### Nets reached from selected ports, run 1

Scale bar: 20 µm.
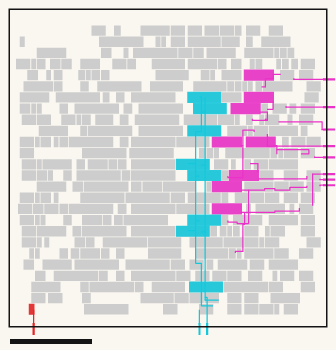
### Cell outlines without signal wires, run 1

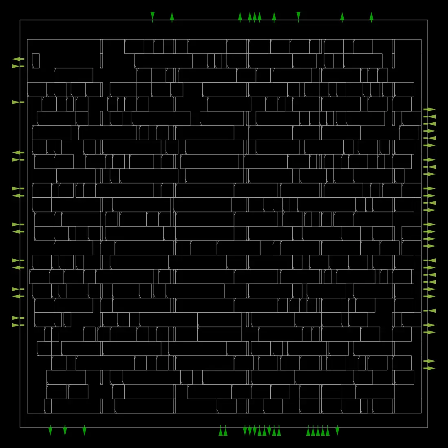
### Floorplan with the power grid, run 1

Scale bar: 20 µm. Pins as bars on the die edge. Tap cells in gray.
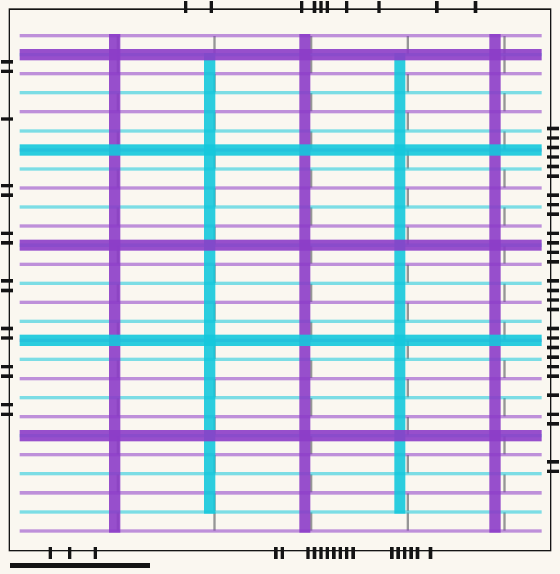
### Sequential cells colored by netlist name, run 1

Scale bar: 20 µm. Other sequential cells in the stronger gray, the rest of the logic in the fainter gray.
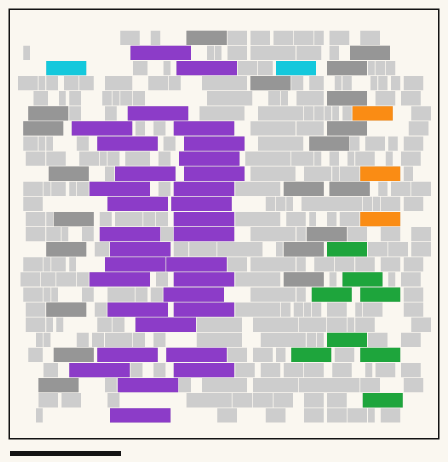
File: src/rtl/alu_pkg.sv
// Shared definitions for the ALU issue stage: opcodes, FSM encoding and default widths.
package alu_pkg;

  localparam int DATA_W = 8;
  localparam int NREGS  = 4;
  localparam int RA_W   = 2;

  localparam logic [2:0] OP_ADD = 3'b000;
  localparam logic [2:0] OP_SUB = 3'b001;
  localparam logic [2:0] OP_AND = 3'b010;
  localparam logic [2:0] OP_OR  = 3'b011;
  localparam logic [2:0] OP_NOT = 3'b100;
  localparam logic [2:0] OP_XOR = 3'b101;
  localparam logic [2:0] OP_SHL = 3'b110;
  localparam logic [2:0] OP_SHR = 3'b111;

  typedef enum logic [1:0] {
    IDLE = 2'd0,
    OPER = 2'd1,
    WB   = 2'd2
  } state_t;

endpackage

File: src/rtl/alu_regfile.sv
// Small register file: three asynchronous read ports, one synchronous write port,
// synchronous active-low clear of every entry.
module alu_regfile
  import alu_pkg::*;
#(
  parameter int NREGS  = alu_pkg::NREGS,
  parameter int DATA_W = alu_pkg::DATA_W,
  parameter int RA_W   = alu_pkg::RA_W
) (
  input  logic              clk,
  input  logic              rst_n,
  input  logic              we,
  input  logic [RA_W-1:0]   wa,
  input  logic [DATA_W-1:0] wd,
  input  logic [RA_W-1:0]   ra1,
  output logic [DATA_W-1:0] rd1,
  input  logic [RA_W-1:0]   ra2,
  output logic [DATA_W-1:0] rd2,
  input  logic [RA_W-1:0]   ra3,
  output logic [DATA_W-1:0] rd3
);

  logic [DATA_W-1:0] mem [NREGS];

  always_ff @(posedge clk) begin
    if (!rst_n) begin
      for (int i = 0; i < NREGS; i++) mem[i] <= '0;
    end else if (we) begin
      mem[wa] <= wd;
    end
  end

  assign rd1 = mem[ra1];
  assign rd2 = mem[ra2];
  assign rd3 = mem[ra3];

endmodule

File: src/rtl/alu_issue_ctrl.sv
// Issue/operand stage for the 8-bit ALU: IDLE -> OPER -> WB, one instruction per 3 cycles.
// Optional zero/negative flags are built only when ALU_ISSUE_FLAGS_EN is defined.
module alu_issue_ctrl
  import alu_pkg::*;
#(
  parameter int DATA_W = alu_pkg::DATA_W,
  parameter int NREGS  = alu_pkg::NREGS,
  parameter int RA_W   = alu_pkg::RA_W
) (
  input  logic              clk,
  input  logic              rst_n,
  // Handshake: an instruction is taken at a rising edge where instr_valid and
  // instr_ready are both high; instr_* is ignored at every other edge.
  input  logic              instr_valid,
  output logic              instr_ready,
  input  logic [2:0]        instr_op,
  input  logic [RA_W-1:0]   instr_rd,
  input  logic [RA_W-1:0]   instr_rs1,
  input  logic [RA_W-1:0]   instr_rs2,
  input  logic              instr_imm_sel,
  input  logic [DATA_W-1:0] instr_imm,
  output logic [DATA_W-1:0] regA,
  output logic [DATA_W-1:0] regB,
  output logic [2:0]        S,
  input  logic [DATA_W-1:0] M,
  output logic              wb_valid,
  output logic [RA_W-1:0]   wb_rd,
  output logic [DATA_W-1:0] wb_data,
  input  logic [RA_W-1:0]   dbg_addr,
  output logic [DATA_W-1:0] dbg_data,
  output logic              flag_z,
  output logic              flag_n
);

  state_t            state;
  logic [DATA_W-1:0] res;
  logic [RA_W-1:0]   rd_q;
  logic [DATA_W-1:0] rs1_data;
  logic [DATA_W-1:0] rs2_data;

  // Write lands at the WB closing edge, before the earliest next operand read.
  alu_regfile #(
    .NREGS (NREGS),
    .DATA_W(DATA_W),
    .RA_W  (RA_W)
  ) u_rf (
    .clk  (clk),
    .rst_n(rst_n),
    .we   (state == WB),
    .wa   (rd_q),
    .wd   (res),
    .ra1  (instr_rs1),
    .rd1  (rs1_data),
    .ra2  (instr_rs2),
    .rd2  (rs2_data),
    .ra3  (dbg_addr),
    .rd3  (dbg_data)
  );

  always_ff @(posedge clk) begin
    if (!rst_n) begin
      state       <= IDLE;
      instr_ready <= 1'b1;
      regA        <= '0;
      regB        <= '0;
      S           <= '0;
      rd_q        <= '0;
      res         <= '0;
      wb_valid    <= 1'b0;
    end else begin
      case (state)
        IDLE: begin
          if (instr_valid) begin
            regA        <= rs1_data;
            regB        <= instr_imm_sel ? instr_imm : rs2_data;
            S           <= instr_op;
            rd_q        <= instr_rd;
            instr_ready <= 1'b0;
            state       <= OPER;
          end
        end
        OPER: begin
          res      <= M;
          wb_valid <= 1'b1;
          state    <= WB;
        end
        WB: begin
          wb_valid    <= 1'b0;
          instr_ready <= 1'b1;
          state       <= IDLE;
        end
        default: begin
          wb_valid    <= 1'b0;
          instr_ready <= 1'b1;
          state       <= IDLE;
        end
      endcase
    end
  end

  assign wb_rd   = rd_q;
  assign wb_data = res;

`ifdef ALU_ISSUE_FLAGS_EN
  always_ff @(posedge clk) begin
    if (!rst_n) begin
      flag_z <= 1'b0;
      flag_n <= 1'b0;
    end else if (state == WB) begin
      flag_z <= (res == '0);
      flag_n <= res[DATA_W-1];
    end
  end
`else
  assign flag_z = 1'b0;
  assign flag_n = 1'b0;
`endif

endmodule
File: config.mk
export PLATFORM = sky130hd
export DESIGN_NAME = alu_issue_ctrl
export DESIGN_NICKNAME = d
export VERILOG_FILES = /design/src/rtl/alu_pkg.sv /design/src/rtl/alu_regfile.sv /design/src/rtl/alu_issue_ctrl.sv
export SDC_FILE = /design/constraint.sdc
export NUM_CORES = 1
export LEC_CHECK = 0
export ABC_AREA = 0
export CORE_UTILIZATION = 56
export CTS_BUF_LIST = sky130_fd_sc_hd__clkbuf_4 sky130_fd_sc_hd__clkbuf_8
export CTS_CLUSTER_SIZE = 40
export DETAILED_ROUTE_END_ITERATION = 6
export MAX_ROUTING_LAYER = met4
export PLACE_DENSITY_LB_ADDON = 0.2
export SYNTH_ARGS = -nofsm -noshare
export SYNTH_HDL_FRONTEND = slang
export SYNTH_HIERARCHICAL = 1
export SYNTH_SLANG_ARGS = --single-unit
File: constraint.sdc
create_clock -name clk -period 5.1 [get_ports clk]
set_clock_uncertainty 0.1 [all_clocks]
set_input_delay 0.51 -clock clk [delete_from_list [all_inputs] [get_ports clk]]
set_output_delay 0.51 -clock clk [all_outputs]
set_load 0.05 [all_outputs]
==> CHANGELOG.md, run 1 <==
## Implementation

- Aggregate routed wire length: 6.48 mm
- Root Buffer: clkbuf_8
- Post-Route Setup TNS: 0 ns
- P per Cell Area: 327 mW/mm²
- Finish-stage setup viols: 0
- DR pass1 iterations: 4
- Min Tclk post-route: 3.25 ns
- RD Place Congestion: 0.806
- Library cells used by synthesis: 28
- CTS tree: done
- Crit-path max FO: 8
- Dpl hpwl: 4.63 mm
- DRC Markers: 0
- Final hold violation count: 0
- Layout cells sized above 1: 14.4%
- Yosys synthesis chip area: 0.00316 mm²
- Top logic cells by instance count in the layout: clkdlybuf4s50_1 (68), nand2_1 (39), dfxtp_1 (33), edfxtp_1 (32), nand3_1 (26)
- Met3 WL: 371 µm
- Met2 wire len: 3.34 mm
- Die Height: 77.1 µm
- Die area: 0.00594 mm²
- Clock Pin Slew Worst Setup and Hold Paths: 0.06 ns
- Mapped Cells: 254
- Top cell excl fill/tap: clkdlybuf4s50_1
- YS warnings: 6
- Top sig layer: met4
- Slew @ Worst Pin: 1.12 ns
- Largest net degree at the start of global routing: 60
- Leak Pwr: 1.62 nW
- Delay of the slowest critical-path stage: 0.80 ns
- Number of routed nets with antenna violations: 0
- CTS buffer count: 9
- CTS Hold Buffers Added: 0
- Vias in the first global route: 2149
- Hold Crit Class: reg2reg
- Design Power: 1.31 mW
- CP cell instances: clkdlybuf4s50_1 > mux4_2 > clkdlybuf4s50_1
- Setup bufs post-CTS: 0
- Clk ins delay skew pair: 0.34 ns
- Filler cell count: 355
- Via-per-instance ratio: 5.72
- WP data required: 4.49 ns
- Overall Global Routing Usage: 24.0%
- Initial DRC count: 110
- Status: finished clean
- # Max-Cap Violations: 0
- Worst-case clock buffer depth: 2
- Die X: 77.1 µm
- # resized after CTS: 0
- Wire length on met1: 2.62 mm
- Seq share, synth: 51.3%
- H-tree Lvls: 3
- Sink Count: 65
- First-pass GRT wire length: 10.5 mm
- Worst Path Arrival: 2.64 ns
- FP Rows: 26
- PortBufs: 69
- Yosys cell count: 254
- # nets final: 345
- DR vias: 2224
- Slowest stage cell on the critical path: clkdlybuf4s50_1
- Max Clk Rate: 308 MHz
- Type of the worst setup path: in2out
- Overflow after GRT: 0
- Antenna diodes: 0
- Post-Synthesis Cell Area: 0.00316 mm²
- Slew headroom: 24.7%
- Tool warnings: 26
- Seq cells post-synth: 65
- Floorplan utilization: 59.9%
- Initial antenna violation count: 0
- Fin. max-slew vios: 0
- Worst vdd ir: 0.167 mV
- Crit. End Element: output port
- Critical Path Source Type: input pin
- Final period util: 63.7%
- Top cell by count, worst path: clkdlybuf4s50_1
- Io pins: 72
- Avg Cell Area, Syn: 12.4 µm²
- RSZ-0062 raised after global routing: false
- Area Overhead vs Synth: 27.2%
- Avg WL per Cell: 16.7 µm
-- 'Nets reached from selected ports' (at the start) --
Key: red = flag_n [bits 1, direction output, edge bottom, end cells 1, wire 3.60 µm]; magenta = regA [bits 8, direction output, edge right, end cells 8, wire 191 µm]; cyan = instr_rs2 [bits 2, direction input, edge bottom, end cells 8, wire 129 µm]

-- 'Cell outlines without signal wires' (at the start) --
Flops: 65
Tapcell Cnt: 70
Core Footprint: 0.00527 mm²

-- 'Floorplan with the power grid' (at the start) --
Key: cyan = VDD; purple = VSS
5 straps on met4. The core has 26 rows. 70 tap cells.

-- 'Sequential cells colored by netlist name' (at the start) --
Key: cyan = state [flops 2]; purple = u_rf/mem [flops 32]; green = regB [flops 8, where bottom right]; orange = S [flops 3]
Another 20 sequential cells are not colored.

-- run 1: where the power goes --
group / switching [mW] / internal, mW
Sequential: 0.0232 / 0.575
Combinational: 0.139 / 0.0991
Clock: 0.187 / 0.290
-- run 1: path summary, 6_finish.rpt --
check / start / end / slack [ns] / cells after the start
max reg2reg: state[1] / u_rf/mem[2][4] / 2.77 / 3
max: dbg_addr[0] / dbg_data[5] / 1.85 / 3
min reg2reg: S[0] / S[0] / 0.35 / 2
min: S[0] / S[0] / 0.35 / 2
-- run 1: critical path: cells and delay by family --
kind     cells  cell delay [ns]
mux          1             0.58
buf+inv      2             1.54
-- run 1: synthesized netlist by cell type --
cell	n	share of area, %
a21boi_0	8	1.9
a21o_1	1	0.24
and2_1	25	5.0
and2b_1	2	0.48
and3_1	8	1.6
and4b_1	2	0.63
and4bb_2	1	0.40
buf_2	5	0.79
buf_4	3	0.71
buf_6	5	1.8
clkbuf_1	5	0.59
clkbuf_2	4	0.63
conb_1	1	0.12
dfxtp_1	33	21
edfxtp_1	32	30
inv_1	1	0.12
mux2i_1	8	2.5
mux4_2	24	17
nand2_1	39	4.6
nand2b_1	4	0.79
nand3_1	26	4.1
nand3_2	1	0.32
nand3b_1	1	0.24
nor2_1	3	0.36
nor3b_2	1	0.40
o211a_1	8	2.5
o21ai_0	2	0.32
or3b_4	1	0.36
-- run 1: area by class of cell --
type	instances	area [µm²]	share of cell area [%]
inverter	1	3.75	0.0935
timing repair buffer	70	693	17.3
multi-input combinational	167	1390	34.7
clock inverter	4	70.1	1.74
sequential	65	1620	40.4
clock buffer	12	146	3.64
tap	70	87.6	2.18
-- run 1: flip-flops by register name, indices dropped and copies added, names as in the netlist --
| name | cells |
|---|---|
| S | 3 |
| instr_ready | 1 |
| regA | 8 |
| regB | 8 |
| state | 2 |
| u_rf/mem | 32 |
| wb_data | 8 |
| wb_rd | 2 |
| wb_valid | 1 |
-- run 1: cells by family after synthesis --
group	count (synthesis)	share of synthesized area, %
simple gates	114	19.3
mux	32	19.7
compound gates	19	4.99
other cells	1	0.119
buf+inv	23	4.64
flops	65	51.3
-- run 1: routing by layer --
layer / up-vias / track usage, %
li1: 1050 / -
met1: 1071 / 27.8
met2: 89 / 40.1
met3: 14 / 4.40
met4: 0 / 11.9
met5: - / -
-- run 1: per-stage QoR --
stage | util [%] | setup slack, ns | hold slack, ns | instance area [µm²] | std cells
finish | 76.2 | 1.85 | 0.351 | 4020 | 389
global route | 76.2 | 1.79 | 0.368 | 4020 | 389
CTS | 76.2 | 1.83 | 0.351 | 4020 | 389
detailed placement | 72.1 | 1.83 | 0.341 | 3800 | 373
global placement | 72.1 | 1.86 | 0.334 | 3800 | 373
floorplan | - | 3.19 | 0.406 | 3160 | 255
--- run 2 (diff from run 1) ---
--- a/config.mk
+++ b/config.mk
@@ -6,7 +6,7 @@
 export NUM_CORES = 1
 export LEC_CHECK = 0
 export ABC_AREA = 0
-export CORE_UTILIZATION = 56
+export CORE_UTILIZATION = 47
 export CTS_BUF_LIST = sky130_fd_sc_hd__clkbuf_4 sky130_fd_sc_hd__clkbuf_8
 export CTS_CLUSTER_SIZE = 40
 export DETAILED_ROUTE_END_ITERATION = 6
==> constraint.sdc (replaced) <==
create_clock -name clk -period 2.94 [get_ports clk]
set_clock_uncertainty 0.1 [all_clocks]
set_input_delay 0.294 -clock clk [delete_from_list [all_inputs] [get_ports clk]]
set_output_delay 0.294 -clock clk [all_outputs]
set_load 0.05 [all_outputs]
==> run 2 against run 1 <==
Compared with the run above:
- the run now ends with DRC left
- cell count increased by 2.6%
- utilization decreased by 14 points
- total power increased by 67%
- routed wire length down 2.3%
- sequential share of layout area rose by 0.076 points
- first-iteration DRC count increased by 2.7%
- critical path depth unchanged
- non-clock buffer count up 3
- critical path type unchanged
- critical endpoint is now dbg_data[1]
- largest cell class unchanged
==> CHANGELOG.md, run 2 <==
## Implementation

- Status: finished, violations left
- Failing checks: DRC
- Largest register FFs: 32 (unchanged)
- Initial antenna violation count: 0 (unchanged)
- First-pass GRT wire length: 10.8 mm (+2.8%)
- H-tree Lvls: 3 (unchanged)
- Min Tclk post-route: 2.30 ns
- Yosys cell count: 254 (unchanged)
- Final period util: 78.3%
- Flip-flops with a built-in enable: 32 (unchanged)
- Largest net degree at the start of global routing: 36 (-40%)
- Fin. max-slew vios: 0 (unchanged)
- Overall Global Routing Usage: 20.5% (-3.5 points)
- RD Place Congestion: 0.824 (+2.2%)
- # Max-Cap Violations: 0 (unchanged)
- DR pass1 iterations: 6 (+2)
- Sink Count: 65 (unchanged)
- Crit-path max FO: 8 (unchanged)
- Fraction of registers with async set/reset: 0% (unchanged)
- Top reg by flops: u_rf/mem
- Slew headroom: 63.0% (+38 points)
- CTS Hold Buffers Added: 0 (unchanged)
- Avg WL per Cell: 15.9 µm (-4.7%)
- Initial DRC count: 113 (+2.7%)
- Tool warnings: 26 (unchanged)
- Setup bufs post-CTS: 0 (unchanged)
- Most frequent cells after synthesis: nand2_1 (39), dfxtp_1 (33), edfxtp_1 (32)
- Root Buffer: clkbuf_8
- Area Overhead vs Synth: 26.9%
- Final hold violation count: 0 (unchanged)
- P per Cell Area: 547 mW/mm² (+67%)
- Die Height: 84.0 µm (+8.9%)
- CTS tree: done
- # resized after CTS: 0 (unchanged)
- Worst-case clock buffer depth: 2 (unchanged)
- Type of the worst setup path: in2out
- Layout cells sized above 1: 17.1% (+2.7 points)
- Finish-stage setup viols: 0 (unchanged)
- Mapped Cells: 254 (unchanged)
- Aggregate routed wire length: 6.34 mm (-2.3%)
- Leak Pwr: 1.63 nW (+0.53%)
- CTS buffer count: 9 (unchanged)
- Avg Cell Area, Syn: 12.4 µm² (unchanged)
- YS warnings: 6 (unchanged)
- DRC Markers: 16 (+16)
- Overflow after GRT: 0 (unchanged)
- Die area: 0.00705 mm² (+19%)
- Top cell excl fill/tap: clkdlybuf4s50_1
- Cells after DPL: 383 (+2.7%)
- Post-Synthesis Cell Area: 0.00316 mm² (unchanged)
- Synth top area share: 30.4% (unchanged)
- Top_reg_cell synth: dfxtp_1
- RSZ-0062 raised after global routing: false
- Final Instance Area: 0.00401 mm² (-0.19%)
- Top cells by area: edfxtp_1 (30%), dfxtp_1 (21%), mux4_2 (17%)
- Area post-placement: 0.00381 mm² (+0.30%)
- # nets final: 348 (+0.87%)
- Top logic cells by instance count in the layout: clkdlybuf4s50_1 (60), nand2_1 (39), dfxtp_1 (33), edfxtp_1 (32), nand3_1 (26)
- Max Clk Rate: 434 MHz
- DR vias: 2146 (-3.5%)
- Number of routed nets with antenna violations: 0 (unchanged)
- Library cells used by synthesis: 28 (unchanged)
- Vias in the first global route: 2120 (-1.3%)
- Critical Path Source Type: input pin
- Clk ins delay skew pair: 0.33 ns (about the same)
- Hold Crit Class: in2reg
- Crit. End Element: output port
- Area leader, netlist: edfxtp_1
- Post-Route Setup TNS: 0 ns (unchanged)
- Seq share, synth: 51.3% (unchanged)
## run 2: cell count changes in the layout (fill, tap and decap cells not counted)
| cell | previous run | this run |
|---|---|---|
| clkinv_1 | 0 | 2 |
| buf_4 | 1 | 12 |
| bufinv_16 | 2 | 1 |
| clkinv_2 | 2 | 0 |
| clkbuf_8 | 9 | 10 |
| clkbuf_4 | 3 | 2 |
| clkinvlp_4 | 0 | 1 |
| clkdlybuf4s50_1 | 68 | 60 |
## run 2: cell type report
class / count / area [µm²]
clock inverters: 4 / 45.0
fillers: 541 / 2410
repair buffers: 73 / 696
clock buffers: 12 / 153
inverters: 1 / 3.75
flip-flops and latches: 65 / 1620
multi-input cells: 167 / 1390
well taps: 77 / 96.3
## run 2: logic make-up (layout without fill, tap and decap cells)
family	count (synthesis)	after routing	share of synthesized area (%)
multiplexers	32	32	19.7
buffers and inverters	23	90	4.64
AND/OR/NAND/NOR	114	114	19.3
AND-OR/OR-AND	19	19	4.99
other	1	2	0.119
flip-flops	65	65	51.3
## run 2: per-layer routing
layer	global-route usage (%)	routed length [µm]
met1	26.9	2960
met2	31.5	2980
met3	3.96	299
met4	8.46	93
met5	-	0
## run 2: power by group
part	total (mW)	internal, mW	switching [mW]
combinational	0.414	0.171	0.242
clock	0.745	0.428	0.316
sequential	1.03	0.997	0.0380
total	2.19	1.60	0.597
## run 2: worst paths after layout
kind / from / to / slack (ns) / cells past startpoint
max: dbg_addr[0] / dbg_data[1] / 0.64 / 3
min: rst_n / wb_data[2] / 0.29 / 2
max reg2reg: state[0] / u_rf/mem[0][5] / 1.26 / 4
min reg2reg: regA[0] / regA[0] / 0.35 / 2
## run 2: metrics by stage
step | utilization [%] | setup WS [ns]
detailed placement | 59.3 | 0.607
floorplan | - | 1.03
global placement | 59.3 | 0.629
CTS | 62.4 | 0.607
finish | 62.4 | 0.637
global route | 62.4 | 0.537
## run 2: worst max-delay path, cell delays in order
cell	delay, ns
clkdlybuf4s50_1	0.82
mux4_2	0.59
buf_4	0.21
### Cell outlines without signal wires, run 2

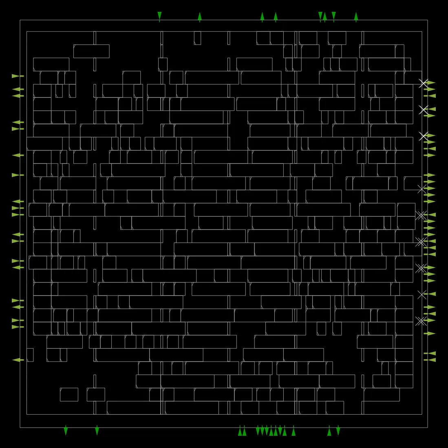
Core Footprint: 0.00642 mm²
Seq area share: 40.4%
Layout Cells excl Fill: 399
final core utilization: 62.4%
Tapcell Cnt: 77

--- run 3 (diff from run 2) ---
==> constraint.sdc (replaced) <==
create_clock -name clk -period 1.94 [get_ports clk]
set_clock_uncertainty 0.1 [all_clocks]
set_input_delay 0.194 -clock clk [delete_from_list [all_inputs] [get_ports clk]]
set_output_delay 0.194 -clock clk [all_outputs]
set_load 0.05 [all_outputs]
### Sequential cells colored by netlist name, run 3

Scale bar: 20 µm. Other sequential cells in the stronger gray, the rest of the logic in the fainter gray.
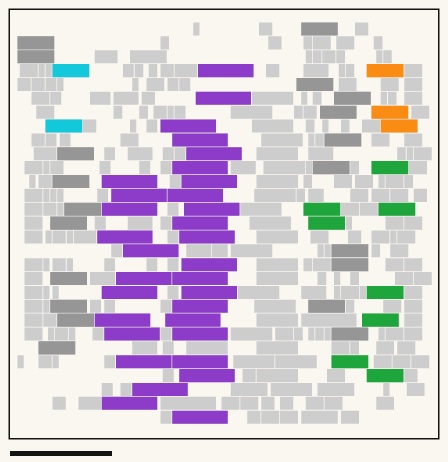
Key: green = regB [flops 8]; purple = u_rf/mem [flops 32]; cyan = state [flops 2]; orange = S [flops 3]
Flop area: 0.00162 mm²
sequential cell power: 1.57 mW
Seq area share: 39.4%
final core utilization: 64.1%

==> run 3 against run 2 <==
Compared with the run above:
- the flow still finishes with violations (DRC)
- worst setup slack lost 0.57 ns
- combinational power up 56%
- utilization up 1.7 points
- total power increased by 59%
- worst hold slack worse by 0.099 ns
- highest routed layer unchanged
- largest power group unchanged
- clock power grew about 70%
- area after synthesis unchanged
- register-to-register slack lost 1.0 ns
- global-route usage fell by 0.87 points
==> CHANGELOG.md, run 3 <==
## Implementation

- Slowest stage cell on the critical path: clkdlybuf4s50_1
- # nets final: 352 (+1.1%)
- Slew headroom: 65.5% (+2.5 points)
- Initial antenna violation count: 0 (unchanged)
- Die X: 84.0 µm
- Aggregate routed wire length: 6.14 mm (-3.1%)
- Top cells by area: edfxtp_1 (30%), dfxtp_1 (21%), mux4_2 (17%)
- Die area: 0.00705 mm² (unchanged)
- CTS buffer count: 9 (unchanged)
- Number of routed nets with antenna violations: 0 (unchanged)
- RSZ-0062 raised after global routing: false
- Dpl hpwl: 4.69 mm
- Simple share: 19.3% (unchanged)
- DR pass1 iterations: 6 (unchanged)
- Max Clk Rate: 535 MHz
- Avg WL per Cell: 15.2 µm (-4.1%)
- YS warnings: 6 (unchanged)
- Hold Crit Class: in2reg
- H-tree Lvls: 3 (unchanged)
- Status: finished, violations left
- Most frequent cells after synthesis: nand2_1 (39), dfxtp_1 (33), edfxtp_1 (32)
- Worst Path Arrival: 1.57 ns
- Overall Global Routing Usage: 19.6% (-0.87 points)
- Top cell excl fill/tap: clkdlybuf4s50_1
- Delay-heaviest family, CP: buffers and inverters
- Post-Route Setup TNS: 0 ns (unchanged)
- CTS Hold Buffers Added: 0 (unchanged)
- Floorplan utilization: 49.2%
- Yosys cell count: 254 (unchanged)
- Filler cell count: 494 (-8.7%)
- Final period util: 96.3%
- GR Util met2: 30.8% (-0.67 points)
- Die Height: 84.0 µm (unchanged)
- WP data required: 1.65 ns
- DR vias: 2145 (-0.047%)
- Fin. max-slew vios: 0 (unchanged)
- Top logic cells by instance count in the layout: clkdlybuf4s50_1 (53), nand2_1 (39), dfxtp_1 (33), edfxtp_1 (32), nand3_1 (26)
- Sink Count: 65 (unchanged)
- Delay of the slowest critical-path stage: 0.83 ns (about the same)
- Library cells used by synthesis: 28 (unchanged)
- Synth logic family: multiplexers
- Seq share, synth: 51.3% (unchanged)
- Mapped Cells: 254 (unchanged)
- Worst path bufs/invs: 1 (-1)
- PortBufs: 69
- Clk ins delay skew pair: 0.34 ns (about the same)
- Adder-Cell Fraction of Synth Area: 0% (unchanged)
- Final hold violation count: 0 (unchanged)
- Via-per-instance ratio: 5.32
- Initial DRC count: 124 (+9.7%)
- Root Buffer: clkbuf_8
- P per Cell Area: 847 mW/mm² (+55%)
- Antenna diodes: 0
- Io pins: 72
- Crit. End Element: output port
- Type of the worst setup path: reg2out
- Finish-stage setup viols: 0 (unchanged)
- Tool warnings: 26 (unchanged)
- Slew @ Worst Pin: 0.516 ns
- Largest net degree at the start of global routing: 35 (-2.8%)
- Largest register FFs: 32 (unchanged)
- Mux cell area share after synthesis: 19.7% (unchanged)
- First-pass GRT wire length: 10.4 mm (-3.7%)
- Min Tclk post-route: 1.87 ns
- Avg Cell Area, Syn: 12.4 µm² (unchanged)
- Crit-path max FO: 6 (-2)
- Worst hold slack: 0.195 ns
- Synth Area in XOR/XNOR: 0% (unchanged)
- M3 GR Usage: 5.14% (+1.2 points)
- DRC Markers: 18 (+2)
- Yosys synthesis chip area: 0.00316 mm²
- FP Rows: 29
- Ao+oa area frac: 4.99% (unchanged)
- Worst vdd ir: 0.452 mV
- Worst-case clock buffer depth: 2 (unchanged)
- CTS tree: done
- CP cell instances: clkdlybuf4s50_1
- Flip-flops with a built-in enable: 32 (unchanged)
- Core Footprint: 0.00642 mm² (unchanged)
- Overflow after GRT: 0 (unchanged)
- Area leader, netlist: edfxtp_1
- GRT busiest layer: met2
- Clock Pin Slew Worst Setup and Hold Paths: 0.07 ns
- RD Place Congestion: 0.786 (-4.6%)
- Most common cell in the netlist: nand2_1
- Synth top area share: 30.4% (unchanged)
- # Max-Cap Violations: 0 (unchanged)
- Seq cells post-synth: 65
- Top_reg_cell synth: dfxtp_1
- Met1 usage: 24.1% (-2.7 points)
- Area Overhead vs Synth: 30.3%
- Vias in the first global route: 2105 (-0.71%)
- Failing checks: DRC
- Fraction of registers with async set/reset: 0% (unchanged)
- Top reg by flops: u_rf/mem
- Critical Path Source Type: flop
- Layout cells sized above 1: 19.9% (+2.9 points)
- Leak Pwr: 1.74 nW (+6.8%)
- Post-Synthesis Cell Area: 0.00316 mm² (unchanged)
-- run 3: cell counts after synthesis --
Identical to the previous run, type by type.
-- run 3: final timing paths --
check	start	cells past startpoint	end	slack [ns]
min reg2reg	S[2]	2	S[2]	0.35
max	wb_data[6]	1	wb_data[6]	0.07
min	rst_n	2	wb_data[1]	0.20
max reg2reg	state[0]	4	u_rf/mem[2][1]	0.25
-- run 3: area by class of cell --
type                       instances  area (µm²)  share of cell area, %
multi-input combinational        167        1390                   33.9
clock inverter                     6        90.1                   2.19
timing repair buffer              77         773                   18.8
sequential                        65        1620                   39.4
clock buffer                      10         138                   3.34
tap                               77        96.3                   2.34
inverter                           1        3.75                 0.0912
-- run 3: power by group --
part | internal, mW | switching [mW] | total [mW]
Combinational | 0.276 | 0.369 | 0.645
Clock | 0.762 | 0.511 | 1.27
Sequential | 1.51 | 0.0572 | 1.57
-- run 3: cell families (layout without fill, tap and decap cells) --
group                  Yosys count  count (layout)
and+or+nand+nor                114             114
DFF                             65              65
muxes                           32              32
buffers and inverters           23              94
AOI/OAI and AO/OA               19              19
other                            1               2
-- run 3: routing by layer --
metal / wire length [µm] / share of wire (%) / vias to the layer above
li1: - / - / 1066
met1: 2710 / 44 / 995
met2: 2990 / 49 / 74
met3: 341 / 5.6 / 10
met4: 103 / 1.7 / 0
met5: 0 / 0 / -
-- run 3: stage by stage --
| step | instances | instance area, µm² | total power, mW | setup WS, ns |
|---|---|---|---|---|
| after floorplan | 255 | 3160 | 2.03 | 0.0316 |
| after global placement | 387 | 3880 | 2.24 | 0.0478 |
| after detailed placement | 387 | 3880 | 2.25 | 0.0379 |
| after CTS | 403 | 4110 | 3.52 | 0.0229 |
| after global routing | 403 | 4120 | 3.62 | 0.00229 |
| final | 403 | 4120 | 3.49 | 0.0716 |
-- run 3: timing repair --
action,CTS,global route
gates resized,0,3
setup endpoints to repair,0,3
setup buffers,0,0

==> notes/layouts.md <==
Pictures saved along the way, in no particular order.

Placement density heat map.
Scale bar: 20 µm. 8 x 8 tiles, from white (low) to dark blue (high), 0 to 100% covered.
image #1
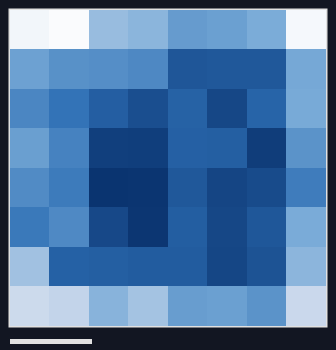
image #2
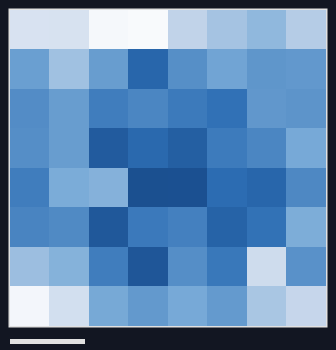
image #3
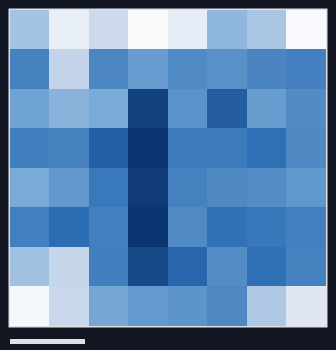
The one with the highest utilization is image #1.
The one with the smallest die is image #1.
- image #2 = run 2
- image #3 = run 3
- image #1 = run 1

Key to image #2:
17% of the tiles are over 75% full. The densest ninth of the die: middle. The mean over all tiles is 56%. The fullest tile reaches 87%.

Power is estimated from default activity; no workload was simulated.
